## src/rtl/fp32_pkg.sv

```systemverilog
// Shared binary32 field widths, constants and the sequential adder's FSM state type.
package fp32_pkg;

   localparam int unsigned EXP_W  = 8;
   localparam int unsigned FRAC_W = 23;
   localparam int unsigned SIG_W  = 24;
   localparam int unsigned GRS_W  = 3;

   localparam int unsigned EXP_BIAS = 127;
   localparam logic [7:0]  EXP_MAX  = 8'hFF;
   localparam logic [31:0] QNAN     = 32'h7FC00000;
   localparam logic [31:0] POS_INF  = 32'h7F800000;

   typedef enum logic [2:0] {
      IDLE,
      ALIGN,
      ADD,
      NORM,
      PACK,
      DONE
   } fpState_t;

endpackage

```

## src/rtl/fp_lzc.sv

```systemverilog
// Combinational 28-bit leading-zero counter; an all-zero input yields 28.
module fp_lzc (
   input  logic [27:0] value,
   output logic [4:0]  count
);

   logic found;

   always_comb begin
      count = '0;
      found = 1'b0;
      for (int unsigned i = 0; i < 28; i++) begin
         if (!found) begin
            if (value[27 - i]) begin
               found = 1'b1;
            end else begin
               count = count + 5'd1;
            end
         end
      end
   end

endmodule

```

## src/rtl/fp_addsub_seq.sv

```systemverilog
// Sequential binary32 adder/subtractor, truncating rounding, denormals flushed to zero,
// fixed IDLE-ALIGN-ADD-NORM-PACK-DONE schedule with valid/ready on both sides.
module fp_addsub_seq
   import fp32_pkg::*;
(
   input  logic        clk,
   input  logic        rst_n,
   input  logic        in_valid,
   output logic        in_ready,
   input  logic [31:0] InputA,
   input  logic [31:0] InputB,
   input  logic        op_sub,
   output logic        out_valid,
   input  logic        out_ready,
   output logic [31:0] OutputRes,
   output logic        exception
);

   localparam int unsigned ALN_W = SIG_W + GRS_W;
   localparam int unsigned SUM_W = ALN_W + 1;

   fpState_t state, nextState;

   logic                    accept;
   logic                    bigSign, smallSign, special;
   logic [EXP_W-1:0]        bigExp, expDiff;
   logic [SIG_W-1:0]        bigSig, smallSig;
   logic [ALN_W-1:0]        alignedSmall;
   logic [SUM_W-1:0]        sumSig;
   logic signed [9:0]       normExp;
   logic [FRAC_W-1:0]       normFrac;
   logic                    normZero;

   logic [EXP_W-1:0]        expA, expB;
   logic [SIG_W-1:0]        sigA, sigB;
   logic                    signB, aBig;

   logic [ALN_W-1:0]        alignExt, alignShifted, alignLost, alignNext;
   logic [SUM_W-1:0]        sumNext;
   logic [4:0]              lzCount, shiftAmt;
   logic signed [9:0]       normExpNext;
   logic [FRAC_W-1:0]       normFracNext;
   logic                    normZeroNext;
   logic [31:0]             packRes;
   logic                    packExc;

   assign accept = in_valid & in_ready;

   // Unpack: exp==0 flushes the significand; ordering compares {exp, sig} magnitudes.
   always_comb begin
      expA  = InputA[30:23];
      expB  = InputB[30:23];
      sigA  = (expA == '0) ? '0 : {1'b1, InputA[FRAC_W-1:0]};
      sigB  = (expB == '0) ? '0 : {1'b1, InputB[FRAC_W-1:0]};
      signB = InputB[31] ^ op_sub;
      aBig  = {expA, sigA} >= {expB, sigB};
   end

   always_comb begin
      alignExt     = {smallSig, {GRS_W{1'b0}}};
      alignShifted = alignExt >> expDiff;
      alignLost    = alignExt & ~({ALN_W{1'b1}} << expDiff);
      if (expDiff >= 8'(ALN_W)) begin
         alignNext = {{(ALN_W-1){1'b0}}, |smallSig};
      end else begin
         alignNext = {alignShifted[ALN_W-1:1], alignShifted[0] | (|alignLost)};
      end
   end

   always_comb begin
      if (bigSign == smallSign) begin
         sumNext = {1'b0, bigSig, {GRS_W{1'b0}}} + {1'b0, alignedSmall};
      end else begin
         sumNext = {1'b0, bigSig, {GRS_W{1'b0}}} - {1'b0, alignedSmall};
      end
   end

   fp_lzc u_lzc (
      .value (sumSig),
      .count (lzCount)
   );

   // Hidden bit lives at sumSig[26]; one leading zero (the carry slot) is the norm.
   always_comb begin
      shiftAmt     = lzCount - 5'd1;
      normZeroNext = 1'b0;
      if (sumSig[SUM_W-1]) begin
         normExpNext  = $signed({2'b00, bigExp}) + 10'sd1;
         normFracNext = FRAC_W'(sumSig >> (GRS_W + 1));
      end else begin
         normExpNext  = $signed({2'b00, bigExp}) - $signed({5'b00000, shiftAmt});
         normFracNext = FRAC_W'((sumSig << shiftAmt) >> GRS_W);
         normZeroNext = (sumSig == '0);
      end
   end

   always_comb begin
      packRes = '0;
      packExc = 1'b0;
      if (special) begin
         packRes = QNAN;
         packExc = 1'b1;
      end else if (normExp >= $signed({2'b00, EXP_MAX})) begin
         packRes = {bigSign, POS_INF[30:0]};
         packExc = 1'b1;
      end else if (normExp <= 10'sd0 || normZero) begin
         packRes = '0;
      end else begin
         packRes = {bigSign, normExp[7:0], normFrac};
      end
   end

   always_ff @(posedge clk or negedge rst_n) begin
      if (!rst_n) begin
         state <= IDLE;
      end else begin
         state <= nextState;
      end
   end

   always_comb begin
      nextState = state;
      in_ready  = 1'b0;
      out_valid = 1'b0;
      case (state)
         IDLE: begin
            in_ready = 1'b1;
            if (in_valid) nextState = ALIGN;
         end
         ALIGN: nextState = ADD;
         ADD:   nextState = NORM;
         NORM:  nextState = PACK;
         PACK:  nextState = DONE;
         DONE: begin
            out_valid = 1'b1;
            if (out_ready) nextState = IDLE;
         end
         default: nextState = IDLE;
      endcase
   end

   always_ff @(posedge clk or negedge rst_n) begin
      if (!rst_n) begin
         special      <= 1'b0;
         bigSign      <= 1'b0;
         smallSign    <= 1'b0;
         bigExp       <= '0;
         expDiff      <= '0;
         bigSig       <= '0;
         smallSig     <= '0;
         alignedSmall <= '0;
         sumSig       <= '0;
         normExp      <= '0;
         normFrac     <= '0;
         normZero     <= 1'b0;
         OutputRes    <= '0;
         exception    <= 1'b0;
      end else begin
         case (state)
            IDLE: begin
               if (accept) begin
                  special <= (expA == EXP_MAX) || (expB == EXP_MAX);
                  if (aBig) begin
                     bigSign   <= InputA[31];
                     bigExp    <= expA;
                     bigSig    <= sigA;
                     smallSign <= signB;
                     smallSig  <= sigB;
                     expDiff   <= expA - expB;
                  end else begin
                     bigSign   <= signB;
                     bigExp    <= expB;
                     bigSig    <= sigB;
                     smallSign <= InputA[31];
                     smallSig  <= sigA;
                     expDiff   <= expB - expA;
                  end
               end
            end
            ALIGN: alignedSmall <= alignNext;
            ADD:   sumSig <= sumNext;
            NORM: begin
               normExp  <= normExpNext;
               normFrac <= normFracNext;
               normZero <= normZeroNext;
            end
            PACK: begin
               OutputRes <= packRes;
               exception <= packExc;
            end
            default: ;
         endcase
      end
   end

endmodule

```

## config.mk

```make
export PLATFORM = sky130hd
export DESIGN_NAME = fp_addsub_seq
export DESIGN_NICKNAME = d
export VERILOG_FILES = /design/src/rtl/fp32_pkg.sv /design/src/rtl/fp_lzc.sv /design/src/rtl/fp_addsub_seq.sv
export SDC_FILE = /design/constraint.sdc
export NUM_CORES = 1
export LEC_CHECK = 0
export ABC_AREA = 1
export CORE_MARGIN = 8
export CORE_UTILIZATION = 40
export DETAILED_ROUTE_END_ITERATION = 6
export PLACE_DENSITY = 0.62
export SLEW_MARGIN = 20
export SYNTH_ARGS = -nofsm -noshare
export SYNTH_HDL_FRONTEND = slang
export SYNTH_SLANG_ARGS = --single-unit
```

## constraint.sdc

```tcl
create_clock -name clk -period 17.1 [get_ports clk]
set_input_delay 4.275 -clock clk [delete_from_list [all_inputs] [get_ports clk]]
set_output_delay 4.275 -clock clk [all_outputs]
set_load 0.01 [all_outputs]
```

==> impl_metrics.env, run 1 <==
# physical design summary
export IMPL_dp_cells=3310
export IMPL_setup_viol=0
export IMPL_ys_seq_share_pct=27.06
export IMPL_grt_pass1_vias=17160
export IMPL_post_cts_setup_buffers=0
export IMPL_async_flop_share_pct=100.0
export IMPL_design_core_area_mm2=0.04403
export IMPL_portBuffers=103
export IMPL_area_growth_pct=11.30
export IMPL_wl_met3_um=2137
export IMPL_tightest_slew_ps=942.8
export IMPL_min_delay_start="OutputRes[15]"
export IMPL_syn_area_mm2=0.01776
export IMPL_grt_pass1_wl_um=88740
export IMPL_fp_nets=2903
export IMPL_whs_ps=486.8
export IMPL_ant_nets=0
export IMPL_flop_cell="dfrtp_1"
export IMPL_die_y_um=226.7
export IMPL_grt_util_all_layers_pct=21.14
export IMPL_rsz0062_at_grt="false"
export IMPL_num_fill_cells=4635
export IMPL_max_freq_mhz=68.95
export IMPL_ys_sh_adder_pct=8.766
export IMPL_yosys_warnings=0
export IMPL_fp_dieArea_mm2=0.05139
export IMPL_drc_errors=0
export IMPL_drt_met1_wl_um=24940
export IMPL_hold_class="reg2reg"
export IMPL_openroad_warnings=61
export IMPL_slowest_delay_ps=540
export IMPL_clockBufferCount=18
export IMPL_insertion_delay_ps=460
export IMPL_worstPathMaxFanout=29
export IMPL_largest_reg_flops=32
export IMPL_outcome="completed"
export IMPL_cp_top_family="simple AND/OR/NAND/NOR gates"
export IMPL_reg2regPathDepth=93
export IMPL_muxShareOfSynthArea_pct=0.4510
export IMPL_r2r_slack_ps=2600
export IMPL_comb_cells=2039
export IMPL_dp_slack_ps=2807
export IMPL_nonClockBufferCount=116
export IMPL_top_cell="nand2_1"
export IMPL_grt_max_degree=109
Fig. 1: run 1, routed metal per tile
Scale bar: 50 um. 23 x 23 tiles, from black (low) to pale yellow (high), scaled to the fullest tile. Values are wire area over tile area, all layers added.
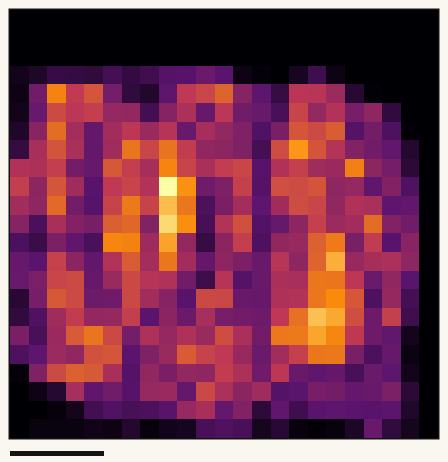
- nearly empty tiles: 20%
- emptiest ninth of the die: upper right
- mean over tiles: 0.17
- tiles over half the peak: 21%
- fullest tile: 0.55
Routed Wire Length: 53980 um
DR WL/cell: 16.15 um

Fig. 2: run 1, cell placement
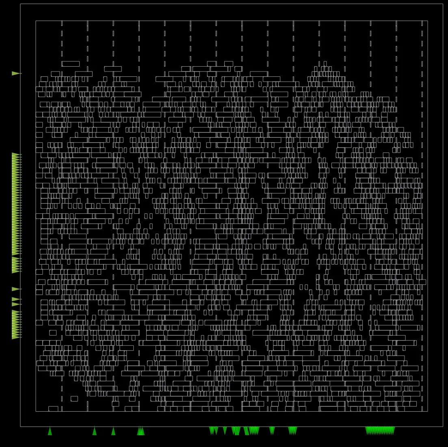
Seq cells: 192
FP Rows: 77
Tapcells: 592
final design utilization: 44.88%

Fig. 3: run 1, placement by cell class
Fill, decap, tap and diode cells in grey.
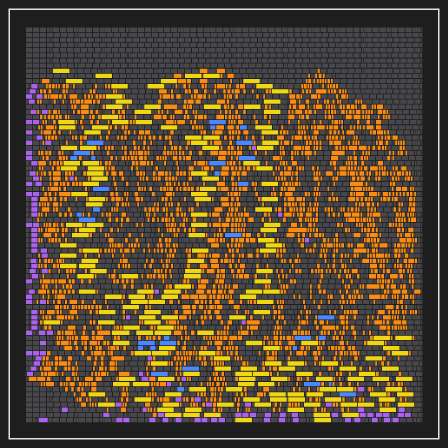
- blue: clock drivers and dummy loads (cells 32)
- purple: other buffers and delay cells (cells 116)
- yellow: flops (cells 192)
- orange: combinational and other logic (cells 2410)
post-route cell area: 0.01976 mm^2
sequential share of cell area: 24.32%

Fig. 4: run 1, where the registers sit
Other sequential cells in the stronger grey, the rest of the logic in the fainter grey.
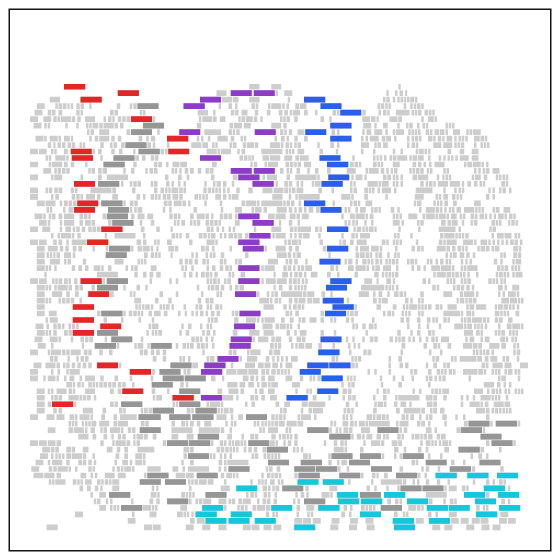

==> inputs of run 2 (changes only) <==
--- a/config.mk
+++ b/config.mk
@@ -9,7 +9,7 @@
 export CORE_MARGIN = 8
 export CORE_UTILIZATION = 40
 export DETAILED_ROUTE_END_ITERATION = 6
-export PLACE_DENSITY = 0.62
+export PLACE_DENSITY = 0.64
 export SLEW_MARGIN = 20
 export SYNTH_ARGS = -nofsm -noshare
 export SYNTH_HDL_FRONTEND = slang
==> constraint.sdc (replaced) <==
create_clock -name clk -period 12.9 [get_ports clk]
set_input_delay 3.225 -clock clk [delete_from_list [all_inputs] [get_ports clk]]
set_output_delay 3.225 -clock clk [all_outputs]
set_load 0.01 [all_outputs]
Fig. 5: run 2, where the registers sit
Other sequential cells in the stronger grey, the rest of the logic in the fainter grey.
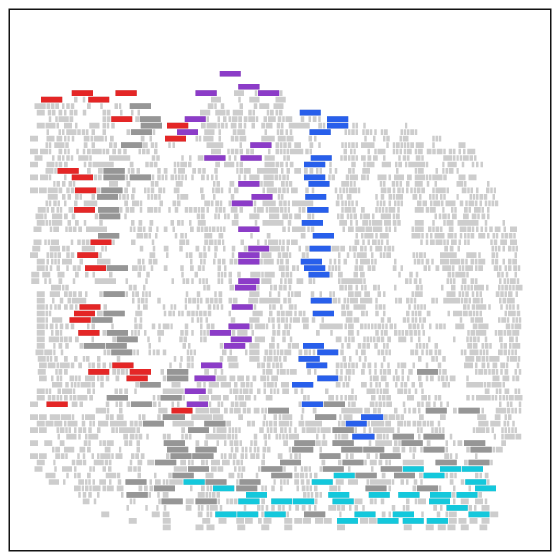
- red: `bigSig` (placed flops 24)
- cyan: `OutputRes` (placed flops 32)
- blue: `sumSig` (placed flops 28)
- purple: `alignedSmall` (placed flops 27)
- not coloured: 81
sequential share of cell area: 23.95%
register area: 0.004808 mm^2
final design utilization: 45.60%

==> impl_metrics.env, run 2 <==
# physical design summary
export IMPL_setup_viol=0
export IMPL_cp_top_family="simple AND/OR/NAND/NOR gates"
export IMPL_dp_cells=3312
export IMPL_nonClockBufferCount=132
export IMPL_critical_path_class="reg2reg"
export IMPL_reg2regPathDepth=87
export IMPL_worstReg2RegStart="sumSig[26]"
export IMPL_grt_max_degree=107
export IMPL_area_growth_pct=13.08
export IMPL_cpMaxStageDelayCell="dfrtp_2"
export IMPL_ys_sh_aoi_pct=22.22
export IMPL_wl_per_cell_um=16.02
export IMPL_comb_cells=2039
export IMPL_diodes=0
export IMPL_design_core_area_mm2=0.04403
export IMPL_drc_errors=5
export IMPL_syn_area_mm2=0.01776
export IMPL_portBuffers=103
export IMPL_xor_area_share_pct=2.762
export IMPL_grt_pass1_vias=16870
export IMPL_met3_usage_pct=2.574
export IMPL_max_freq_mhz=83.93
export IMPL_cp_endpoint="normExp[6]"
export IMPL_openroad_warnings=59
export IMPL_gr_usage_met2_pct=34.94
export IMPL_gp_congestion=0.9329
export IMPL_outcome="complete, but fails checks"
export IMPL_grt_util_all_layers_pct=20.76
export IMPL_async_flop_share_pct=100.0
export IMPL_endpoint_kind="flop"
export IMPL_r2r_slack_ps=990
export IMPL_post_cts_setup_buffers=0
export IMPL_fp_dieArea_mm2=0.05139
export IMPL_layout_cells_most_common="nand2_1"
export IMPL_drt_wl_total_um=53830
export IMPL_die_x_um=226.7
export IMPL_fp_row_count=77
export IMPL_ys_sh_adder_pct=8.766
export IMPL_cp_common_cell="nand2_1"
export IMPL_whs_ps=485.5
export IMPL_worstPathMaxFanout=5
export IMPL_grt_pass1_wl_um=87330
export IMPL_cts_tree="done"
export IMPL_cp_num_buf_inv=8
export IMPL_nets=2946
export IMPL_ff_count=192
export IMPL_insertion_delay_ps=460
export IMPL_flop_cell="dfrtp_1"
export IMPL_fp_nets=2903
export IMPL_die_y_um=226.7
export IMPL_wl_met3_um=2445
export IMPL_clockBufferCount=17
export IMPL_violations="design-rule violations"
export IMPL_cts_max_path_buffers=2
export IMPL_yosys_area_mm2=0.01776
export IMPL_hpwl_um=42240
export IMPL_syn_instance_count=2712
export IMPL_worst_path_stages=87
export IMPL_drt_met1_wl_um=24470
export IMPL_hold_class="reg2reg"
export IMPL_yosys_warnings=0
export IMPL_top_regs="OutputRes: 32 flops, sumSig: 28 flops, alignedSmall: 27 flops"
export IMPL_taps=592
export IMPL_buf_share_pct=6.294
export IMPL_muxShareOfSynthArea_pct=0.4510
export IMPL_vias=18030
export IMPL_min_delay_start="expDiff[6]"
export IMPL_tightest_slew_ps=1026
export IMPL_num_fill_cells=4612
export IMPL_yosys_stat_cells=2712
export IMPL_ant_nets=0
export IMPL_io_pin_count=104
export IMPL_dp_slack_ps=-80.06
export IMPL_top_area_share_pct=27.06
export IMPL_ys_seq_share_pct=27.06
export IMPL_cts_buffers=17
export IMPL_largest_reg_flops=32
export IMPL_top_cell="nand2_1"
export IMPL_stdcell_area_mm2=0.02008
export IMPL_cp_required_ps=13260
export IMPL_slowest_delay_ps=470
Fig. 6: run 2, placement by cell class
Fill, decap, tap and diode cells in grey.
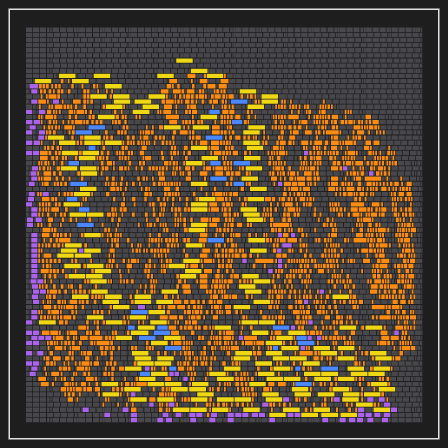
- purple: other buffers and delay cells (cells 132)
- yellow: flops (cells 192)
- blue: clock drivers and dummy loads (cells 32)
- orange: combinational and other logic (cells 2412)

Fig. 7: run 2, routed metal per tile
Scale bar: 50 um. 23 x 23 tiles, from black (low) to pale yellow (high), scaled to the fullest tile. Values are wire area over tile area, all layers added.
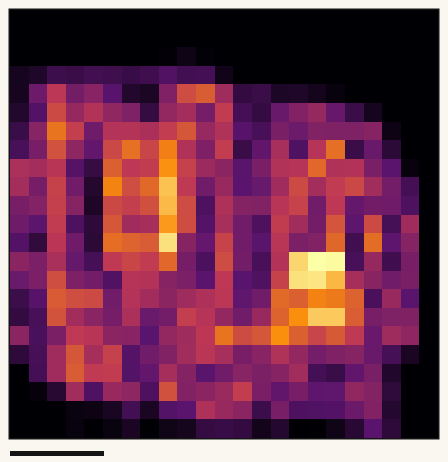

==> inputs of run 3 (changes only) <==
--- a/config.mk
+++ b/config.mk
@@ -6,9 +6,10 @@
 export NUM_CORES = 1
 export LEC_CHECK = 0
 export ABC_AREA = 1
-export CORE_MARGIN = 8
+export CORE_MARGIN = 1
 export CORE_UTILIZATION = 40
 export DETAILED_ROUTE_END_ITERATION = 6
+export GPL_TIMING_DRIVEN = 0
 export PLACE_DENSITY = 0.64
 export SLEW_MARGIN = 20
 export SYNTH_ARGS = -nofsm -noshare
Fig. 8: run 3, routed metal per tile
Scale bar: 50 um. 21 x 21 tiles, from black (low) to pale yellow (high), scaled to the fullest tile. Values are wire area over tile area, all layers added.
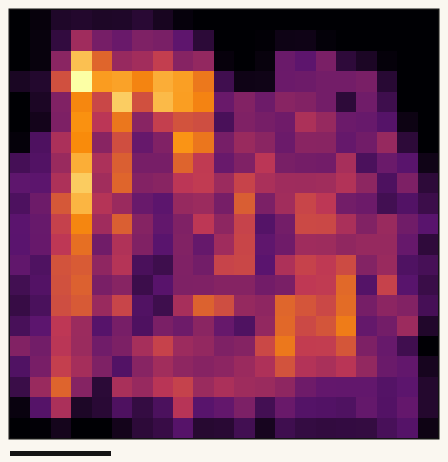
- mean over tiles: 0.21
- tiles over half the peak: 19%
- nearly empty tiles: 10%
- emptiest ninth of the die: upper right
- fullest tile: 0.65
- densest ninth of the die: middle left

Fig. 9: run 3, close-up of the layout
Scale bar: 20 um. Region (28, 28) to (78, 78) um. Cells in grey, sequential cells in the stronger grey; small squares are vias.
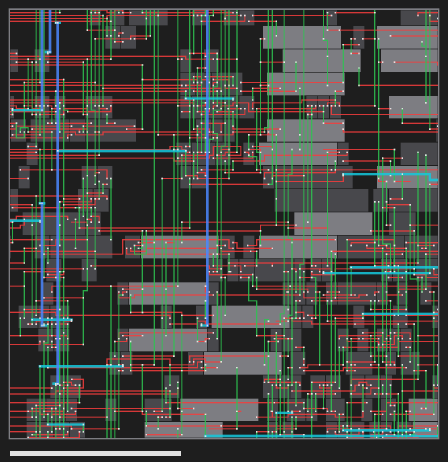
- red: metal 1
- cyan: metal 3
- green: metal 2
- blue: metal 4
- sequential cells in the window: 18
- netlist names of flops here include: `bigExp` (5), `bigSig` (5), `alignedSmall` (3)
- cells with their middle in the window: 171
- most frequent: nand2_1 (38), o21ai_0 (28), a21oi_1 (24)

==> impl_metrics.env, run 3 <==
# physical design summary
export IMPL_outcome="completed"
export IMPL_cts_max_path_buffers=2
export IMPL_nonClockBufferCount=227
export IMPL_cts_buffers=17
export IMPL_grt_pass1_wl_um=93560
export IMPL_r2r_slack_ps=860
export IMPL_largest_reg_flops=32
export IMPL_portBuffers=103
export IMPL_syn_area_mm2=0.01776
export IMPL_fp_nets=2903
export IMPL_comb_cells=2039
export IMPL_sh_seq_area_pct=23.48
export IMPL_gr_usage_met2_pct=45.11
export IMPL_grt_util_all_layers_pct=26.64
export IMPL_hold_class="reg2reg"
export IMPL_nets=3039
export IMPL_clockBufferCount=19
export IMPL_cp_required_ps=13300
export IMPL_min_delay_start="expDiff[7]"
export IMPL_fin_setup_tns_ps=0
export IMPL_yosys_warnings=0
export IMPL_ff_count=192
export IMPL_ys_seq_share_pct=27.06
export IMPL_max_freq_mhz=83.06
export IMPL_yosys_stat_cells=2712
export IMPL_openroad_warnings=57
export IMPL_cts_root_buf="clkbuf_16"
export IMPL_drt_wl_total_um=59730
export IMPL_cpMaxStageDelayCell="dfrtp_1"
export IMPL_whs_ps=485.8
export IMPL_drt_iter0_drc=1417
export IMPL_design_core_area_mm2=0.04346
export IMPL_yosys_area_mm2=0.01776
export IMPL_async_flop_share_pct=100.0
export IMPL_regArea_mm2=0.004806
export IMPL_drt_met1_wl_um=26660
export IMPL_stdcell_area_mm2=0.02047
export IMPL_cp_num_buf_inv=13
export IMPL_insertion_delay_ps=470
export IMPL_cp_top_family="simple AND/OR/NAND/NOR gates"
export IMPL_slowest_delay_ps=380
export IMPL_num_fill_cells=4536
export IMPL_fp_dieArea_mm2=0.04524
export IMPL_critical_path_class="reg2reg"
export IMPL_met3_usage_pct=2.692
export IMPL_wl_per_cell_um=17.33
export IMPL_cts_tree="done"
export IMPL_dp_cells=3402
export IMPL_layout_cells_most_common="nand2_1"
export IMPL_drc_errors=0
export IMPL_dp_slack_ps=-686.8
export IMPL_gp_congestion=0.9388
export IMPL_die_x_um=212.7
export IMPL_grt_max_degree=99
export IMPL_endpoint_kind="flop"
export IMPL_flop_cell="dfrtp_1"
export IMPL_worstReg2RegStart="sumSig[27]"
export IMPL_tightest_slew_ps=832.9
export IMPL_xor_area_share_pct=2.762
export IMPL_top_cell="nand2_1"
export IMPL_muxShareOfSynthArea_pct=0.4510
export IMPL_worst_path_stages=99
export IMPL_die_y_um=212.7
export IMPL_diodes=1
export IMPL_vias=18490
export IMPL_ant_nets=0
export IMPL_hpwl_um=49240
export IMPL_buf_share_pct=8.179
export IMPL_cp_common_cell="nand2_1"
export IMPL_taps=585
export IMPL_top_regs="OutputRes: 32 flops, sumSig: 28 flops, alignedSmall: 27 flops"
export IMPL_ys_sh_adder_pct=8.766
